==> config.mk <==
export PLATFORM = sky130hd
export DESIGN_NAME = mips32_mem_arb
export DESIGN_NICKNAME = d
export VERILOG_FILES = /design/src/rtl/mips32_pkg.sv /design/src/rtl/mips32_mem_arb.sv
export SDC_FILE = /design/constraint.sdc
export NUM_CORES = 1
export LEC_CHECK = 0
export CAP_MARGIN = 20
export CORE_AREA = 2 2 90 92
export DETAILED_ROUTE_END_ITERATION = 8
export DIE_AREA = 0 0 92 94
export HOLD_SLACK_MARGIN = 0.15
export PLACE_DENSITY = 0.77
export SYNTH_ARGS = -nofsm -noshare
export SYNTH_HDL_FRONTEND = slang
export SYNTH_SLANG_ARGS = --single-unit
==> constraint.sdc <==
create_clock -name clk_1 -period 2.4 [get_ports clk_1]
set_input_delay 0.6 -clock clk_1 [delete_from_list [all_inputs] [get_ports clk_1]]
set_output_delay 0.6 -clock clk_1 [all_outputs]
set_load 0.005 [all_outputs]
Floorplan with the power grid:
The bar under the picture is 20 um long. Pins as bars on the die edge. Tap cells in grey.
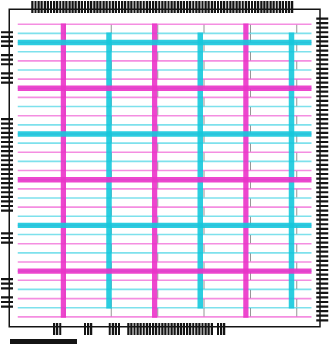
| colour | net |
|---|---|
| magenta | VSS |
| cyan | VDD |
met1 rails: 33
tap cells: 102
signal pins: 233
rows: 32
die boundary width: 92 um
maximum resistive drop on vdd: 151 uV
die y size: 94 um

Placement by cell class:
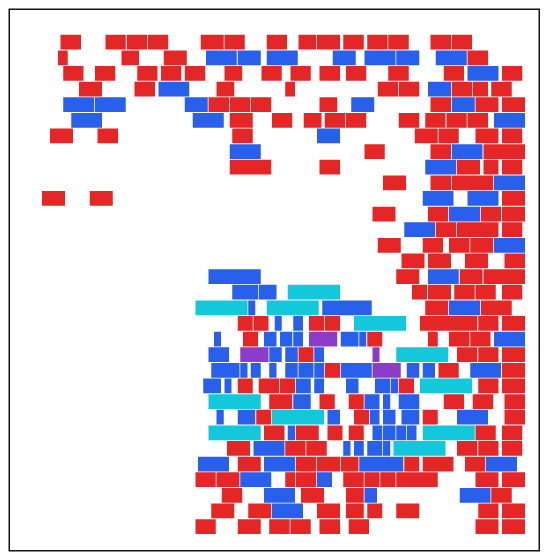
| colour | class | cells | share of their area |
|---|---|---|---|
| cyan | flip-flops | 11 | 8.5% |
| purple | clock drivers and dummy loads | 4 | 1.4% |
| blue | all other logic | 97 | 31% |
| red | other buffers and delay cells | 186 | 59% |
proportion of cell area occupied by registers: 8.20%
core region area: 7610 sq um
Design Area, Final: 3360 sq um

Clock wires, drivers and flops:
The bar under the picture is 20 um long.
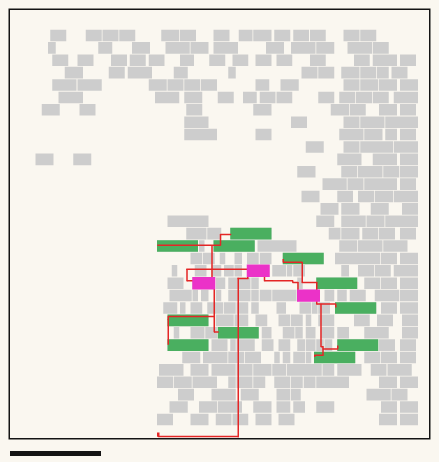
[magenta] cells driving clock nets | count: 3
[red] clock wires | length: 186 um
[green] flip-flops | count: 11
routed clock nets: 4
clock network power share: 16.3%
power consumed by the clock network: 0.185 mW
insertion delay of the later-clocked pin in the worst-skew pair: 240 ps
clock skew after layout: 2.42 ps

Routed metal, one colour a layer:
The bar under the picture is 20 um long. Only two layers are drawn.
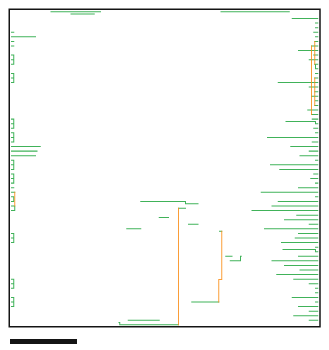
| colour | layer | wire length |
|---|---|---|
| green | met3 | 546 um |
| orange | met4 | 96.1 um |
Total Routed Length: 6630 um
GR Util All Layers: 14.2%
total number of vias: 1685

Clock nets:
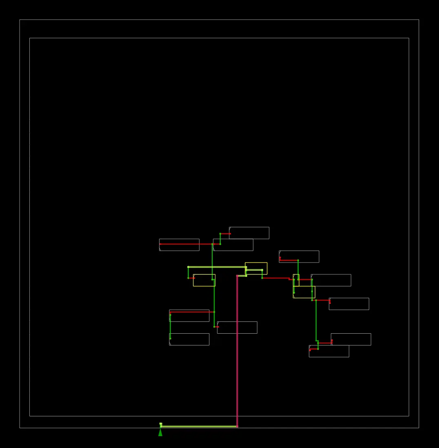
clock buffers: 4
Inserted Clock Buffers: 3
# clock sinks: 11
Seq cells: 11

==> qor_table.md <==
| Item | Value | Unit |
| --- | --- | --- |
| Count of synthesis-stage warnings from yosys | 0 | - |
| Post-synthesis to final-layout area growth | 103 | % |
| Root Buffer Master | clkbuf_8 | - |
| Setup-failing EPs final | 45 | - |
| Worst Setup Slack, final | -422 | ps |
| Share of synthesized cell area in full adder, half adder and majority cells | 1.52 | % |
| Fill cell total of the finished layout | 684 | - |
| Cell total in the yosys stat output | 178 | - |
| Category of the most critical setup path | flip-flop to output pin | - |
| Run status | finished, violations left | - |
| CP Data Required Time | 1800 | ps |
| Kind of capture point of the worst setup path | output pin | - |
| Unique masters post-synth | 31 | - |
| Number of nets with antenna violations after detailed routing | 0 | - |
| Simple share | 9.09 | % |
| Vias in the first global route | 1789 | - |
| Multiplexer fraction of the synthesized cell area | 29.8 | % |
| Slew of the pin with the lowest slew margin | 646 | ps |
| Met2 capacity usage during global routing | 26.2 | % |
| Routability cong. | 0.790 | - |
| Cell depth of the worst flop-to-flop path | 10 | - |
| Cell type contributing the most total cell area after synthesis | buf_4 | - |
| Synthesized cell area | 1650 | sq um |
| Cell leakage power | 1.48 | nW |
| Standard cell with the maximum stage delay on the critical path | dfrtp_1 | - |
| Number of standard-cell rows in the floorplan | 32 | - |
| Top Ports | 233 | - |
| Post-Synthesis Cells | 178 | - |
| Mean number of vias per cell | 4.21 | - |
| Share of the yosys chip area belonging to registers | 16.7 | % |
| Violations in the final reports | setup timing | - |
| Total power consumption of the routed design | 1.13 | mW |
| First-pass GRT wire length | 9480 | um |
| Clock tree from TritonCTS | built | - |
| Worst-case setup slack after placement | -698 | ps |
power breakdown:
group / switching, mW / internal (mW) / leakage, nW / total, mW
sequential: 0.0114 / 0.197 / 0.149 / 0.209
combinational: 0.235 / 0.506 / 1.30 / 0.741
clock: 0.0687 / 0.117 / 0.0228 / 0.185
cell type report:
type | count | area (sq um) | share of cell area, %
clock buffer | 4 | 45.0 | 1.34
inverter | 3 | 11.3 | 0.336
multi-input combinational | 94 | 982 | 29.3
sequential | 11 | 275 | 8.20
tap | 102 | 128 | 3.80
timing repair buffer | 186 | 1910 | 57.0
synthesized netlist by cell type, types with 3 or more instances:
library cell / instances
dfrtp_1: 11
nor2_1: 7
inv_1: 3
a21oi_1: 3
buf_4: 64
xnor2_1: 5
o21ai_0: 3
nand2_1: 5
a211oi_1: 3
mux2_2: 42
nand3_1: 3
buf_6: 4
Power figures rest on the tool's default switching activity, not on a simulated workload.
